## src/rtl/divisor_mantiza.sv

```systemverilog
// rtl/divisor_mantiza.sv - bit-serial restoring divider for (1.m1)/(1.m2), normalized quotient fraction
// Optional round-to-nearest (ties up) with an extra guard bit: DIVISOR_MANTIZA_REDONDEO_EN
module divisor_mantiza #(
    parameter int NB_MANT = 8
) (
    input  logic               i_clk,
    input  logic               i_rst,
    input  logic               i_start,
    input  logic [NB_MANT-1:0] i_mantiza_1,
    input  logic [NB_MANT-1:0] i_mantiza_2,
    output logic [NB_MANT-1:0] o_mantiza,
    output logic               o_ajuste_exp,
    output logic               o_valid,
    output logic               o_busy
);

`ifdef DIVISOR_MANTIZA_REDONDEO_EN
    localparam int N_IT = NB_MANT + 3;
`else
    localparam int N_IT = NB_MANT + 2;
`endif
    localparam int NB_CNT = $clog2(N_IT + 1);

    typedef enum logic [1:0] {
        IDLE   = 2'd0,
        DIVIDE = 2'd1,
        DONE   = 2'd2
    } state_t;

    state_t              state, state_next;
    logic [NB_MANT:0]    div_b;
    logic [NB_MANT+1:0]  rem_r;
    logic [NB_MANT+1:0]  rem_diff;
    logic [NB_MANT+1:0]  rem_sel;
    logic                q_bit;
    logic [N_IT-1:0]     quo;
    logic [NB_CNT-1:0]   cnt;
    logic                int_bit;
    logic [NB_MANT-1:0]  res_mant;
    logic                res_aj;

    always_ff @(posedge i_clk) begin
        if (i_rst) begin
            state <= IDLE;
        end else begin
            state <= state_next;
        end
    end

    always_comb begin
        state_next = state;
        case (state)
            IDLE:    if (i_start) state_next = DIVIDE;
            DIVIDE:  if (cnt == NB_CNT'(N_IT - 1)) state_next = DONE;
            DONE:    state_next = IDLE;
            default: state_next = IDLE;
        endcase
    end

    assign o_busy = (state == DIVIDE);

    // Remainder stays below 2*B, so NB_MANT+2 bits never overflow after the shift.
    assign q_bit    = (rem_r >= {1'b0, div_b});
    assign rem_diff = rem_r - {1'b0, div_b};
    assign rem_sel  = q_bit ? rem_diff : rem_r;
    assign int_bit  = quo[N_IT-1];

`ifdef DIVISOR_MANTIZA_REDONDEO_EN
    logic [NB_MANT-1:0] frac_sel;
    logic               guard;
    logic [NB_MANT:0]   frac_rnd;

    always_comb begin
        frac_sel = int_bit ? quo[NB_MANT+1:2] : quo[NB_MANT:1];
        guard    = int_bit ? quo[1] : quo[0];
        frac_rnd = {1'b0, frac_sel} + {{NB_MANT{1'b0}}, guard};
        res_mant = frac_rnd[NB_MANT-1:0];
        res_aj   = ~int_bit;
        // Rounding a sub-1.0 quotient all the way up lands exactly on 1.0.
        if (!int_bit && frac_rnd[NB_MANT]) begin
            res_mant = '0;
            res_aj   = 1'b0;
        end
    end
`else
    always_comb begin
        res_mant = int_bit ? quo[NB_MANT:1] : quo[NB_MANT-1:0];
        res_aj   = ~int_bit;
    end
`endif

    always_ff @(posedge i_clk) begin
        if (i_rst) begin
            div_b        <= '0;
            rem_r        <= '0;
            quo          <= '0;
            cnt          <= '0;
            o_mantiza    <= '0;
            o_ajuste_exp <= 1'b0;
            o_valid      <= 1'b0;
        end else begin
            o_valid <= 1'b0;
            case (state)
                IDLE: begin
                    if (i_start) begin
                        div_b <= {1'b1, i_mantiza_2};
                        rem_r <= {2'b01, i_mantiza_1};
                        quo   <= '0;
                        cnt   <= '0;
                    end
                end
                DIVIDE: begin
                    rem_r <= rem_sel << 1;
                    quo   <= {quo[N_IT-2:0], q_bit};
                    cnt   <= cnt + 1'b1;
                end
                DONE: begin
                    o_mantiza    <= res_mant;
                    o_ajuste_exp <= res_aj;
                    o_valid      <= 1'b1;
                end
                default: ;
            endcase
        end
    end

endmodule
```

## config.mk

```make
export PLATFORM = sky130hd
export DESIGN_NAME = divisor_mantiza
export DESIGN_NICKNAME = d
export VERILOG_FILES = /design/src/rtl/divisor_mantiza.sv
export SDC_FILE = /design/constraint.sdc
export NUM_CORES = 1
export LEC_CHECK = 0
export CORE_ASPECT_RATIO = 1.2
export CORE_UTILIZATION = 40
export CTS_CLUSTER_DIAMETER = 200
export DETAILED_ROUTE_END_ITERATION = 10
export DONT_BUFFER_PORTS = 1
export GPL_TIMING_DRIVEN = 0
export HOLD_SLACK_MARGIN = 0.02
export PLACE_DENSITY = 0.6
export SETUP_SLACK_MARGIN = 0.2
export SLEW_MARGIN = 40
export SYNTH_ARGS = -nofsm -noshare
export SYNTH_HDL_FRONTEND = slang
export SYNTH_SLANG_ARGS = --single-unit
```

## constraint.sdc

```tcl
create_clock -name i_clk -period 2 [get_ports i_clk]
set_input_delay 0.4 -clock i_clk [delete_from_list [all_inputs] [get_ports i_clk]]
set_output_delay 0.4 -clock i_clk [all_outputs]
set_load 0.01 [all_outputs]
```

Floorplan with the power grid:
The bar under the picture is 20 um long. Pins as bars on the die edge.
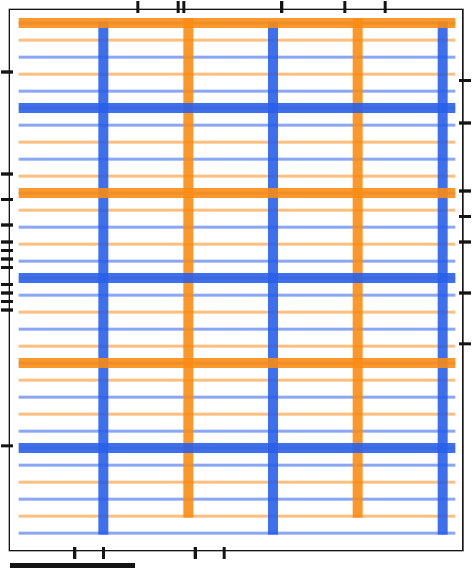
VDD -> orange
VSS -> blue
met5 straps = 6
met4 straps = 5
IR drop worst, VDD: 0.4945 mV
height of the chip: 86.43 um

Placed cells, one colour a class:
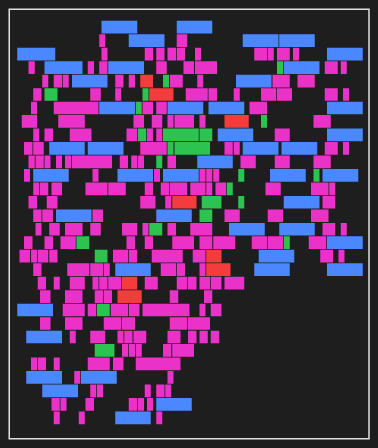
flip-flops -> blue  # cells 45
other buffers and delay cells -> green  # cells 24
clock drivers and dummy loads -> red  # cells 8
all other logic -> magenta  # cells 215

Routed clock nets over the placement:
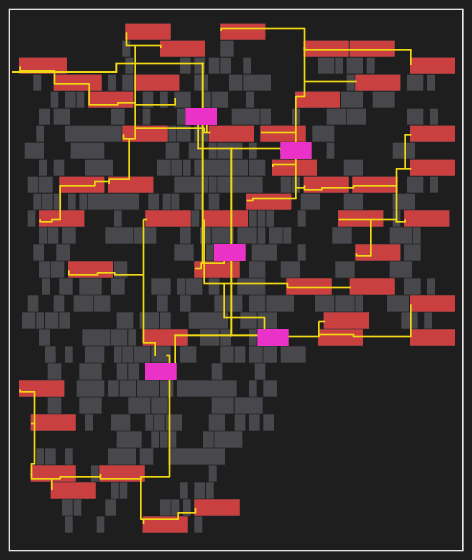
cells driving clock nets -> magenta  # count 5
clock wires -> yellow  # length 592 um
flip-flops -> red  # count 45
routed clock nets = 6

Metal layers overlaid:
The bar under the picture is 20 um long.
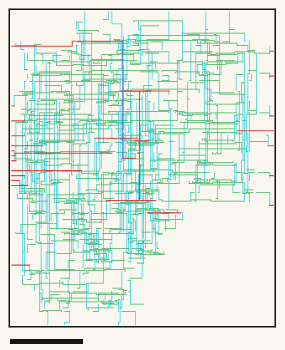
met4 -> blue  # wire length 61.9 um
met1 -> green  # wire length 2,430 um
met2 -> cyan  # wire length 2,640 um
met3 -> red  # wire length 182 um

## power breakdown
part	total [W]	switching [W]	internal, W
combinational	0.000884	0.000428	0.000455
sequential	0.000984	0.0000418	0.000942
clock	0.000594	0.000342	0.000253
total	0.00246	0.000812	0.00165
## area by class of cell
cell class	instances	area [um^2]	share of cell area
inverters	16	60.06	0.02228
flip-flops and latches	45	903.4	0.3352
clock buffers	5	68.82	0.02553
repair buffers	9	83.83	0.03110
clock inverters	3	25.02	0.009285
plain buffers	15	81.33	0.03018
multi-input cells	199	1373	0.5093
well taps	80	100.1	0.03714
## path summary, 6_finish.rpt
| path | startpoint | end | slack (ps) |
|---|---|---|---|
| hold reg to reg | div_b[3] | div_b[3] | 460 |
| setup / recovery | rem_r[0] | rem_r[2] | -130 |
| hold / removal | i_mantiza_2[2] | div_b[2] | 220 |
| setup reg to reg | rem_r[0] | rem_r[2] | -130 |
## layer usage
metal | vias up | part of all wire
li1 | 1017 | -
met1 | 922 | 0.46
met2 | 33 | 0.50
met3 | 5 | 0.034
met4 | 0 | 0.011
met5 | - | 0
## state kept, by name, summed over array words and instances (netlist names)
register,cells
o_valid,1
rem_r,10
state,2
o_ajuste_exp,1
o_mantiza,8
cnt,4
quo,10
div_b,9
## layout by cell type (no fill, tap or decap), drive strengths merged, types with 2 or more instances in the layout
cell,netlist,final
inv,16,17
and3,3,3
dfxtp,45,45
nor2b,8,8
nand3b,2,2
clkbuf,12,17
a21o,3,3
buf,3,12
nand2,22,22
a22o,9,9
nand2b,7,7
o22a,2,2
nor3,2,2
o21ai,9,9
xor2,2,2
ha,11,11
a211oi,11,11
or4b,2,2
xnor2,2,2
o22ai,5,5
nand4,2,2
mux2,2,2
a21oi,34,34
nand3,4,4
mux2i,12,12
nor2,30,30
==> notes.org <==
#+TITLE: Implementation results

** Floorplanning
- Fraction of the core area occupied by cells at floorplan :: 0.4164
- Overall chip area :: approximately 0.0063 mm^2
- Number of placed I/O pins :: 30

** Clock tree
- CTS Buf Count :: 5
- CTS Hold Bufs :: 0
- Number of buffers inserted by post-CTS setup repair :: 6
- Latest clock arrival within the worst-skew pair :: 300 ps

** Placement
- DP Wirelength :: approximately 3800 um
- Weighted congestion at the end of routability-driven global placement :: about 0.84
- The placement stage leaves a total instance area of roughly 0.0025 mm^2.
- The detailed placer reported the number of placed instances as about 360.
- OpenSTA, run right after detailed placement, puts the worst setup slack at -192.8 ps.

** Power
- Total Power :: about 0.0025 W
- Cell area power density :: about 910 mW/mm^2
- Leakage power of the design :: 0.9831 nW

** Timing
- Once routing completed, OpenROAD measured the worst setup slack at -134.1 ps.
- Total of endpoints with negative setup slack in the final report :: 10
- In this build the clock could be raised as far as approximately 470 MHz.
- Minimum period implied by the final worst setup slack :: approximately 2100 ps
- The clock arrives with around 11 ps of skew.

** Synth
- The area recorded from the Yosys report for this design is between 0.002 and 0.0025 mm^2.
- And+or+nand+nor area frac :: 0.1706
- Area of the mapped netlist :: 0.002376 mm^2
- The cell-mix breakdown from Yosys lists the compound-gate area share as 0.2480.
- For reference, the mux area share after synthesis is 0.06161.
- By area the synthesized netlist is led by dfxtp_1, a21oi_1, ha_1, mux2i_1, nor2_1.
- Mapped Cells :: approximately 280
- The synthesized design contains 0 enable-type register cells.
- Area fraction in full adders, half adders and majority gates :: 0.06635
- Number of nets in the synthesized netlist :: approximately 310
- Per Yosys stat, the portion of area used by sequential elements is 0.3791.
- For reference, the top cells by count after synthesis are dfxtp_1, a21oi_1, nor2_1.

** Status
- Failing checks :: negative setup slack
- The flow ran to the end, but the final reports show violations.

** Global route
- For this run, global-route usage on met3 was measured as 0.03721.
- Total gr overflow :: 0
- Via count of the first global-routing pass :: 1,874
- GR Util met2 :: 0.3237
- Pin count of the biggest net entering global routing :: 17
- The number of antenna violations at the first check in global routing was 0.

** Routing
- Wirelength per Cell :: approximately 14 um
- The detail route stage leaves a number of antenna-violating nets equal to 0.
- Iteration count of the initial detailed-routing pass :: 4

** Setup path
- Traced cell by cell, the critical path runs through inv_2 -> ha_4 -> inv_2 -> fa_2 -> a21o_1 -> o211ai_1 -> o211a_4 -> buf_12 -> mux2i_1 -> o22ai_1.
- The worst setup path is launched from a flip-flop.
- Cell count along the critical path :: 10
- Counting stages on the worst path, the most repeated cell is inv_2.

** Finish
- With fillers left out, the area of the finished cells amounts to between 0.002 and 0.003 mm^2.
- Per the layout report, the design carries about 600 filler cells.

** Job
- Total tool warning count :: 30
Power is estimated from default activity; no workload was simulated.
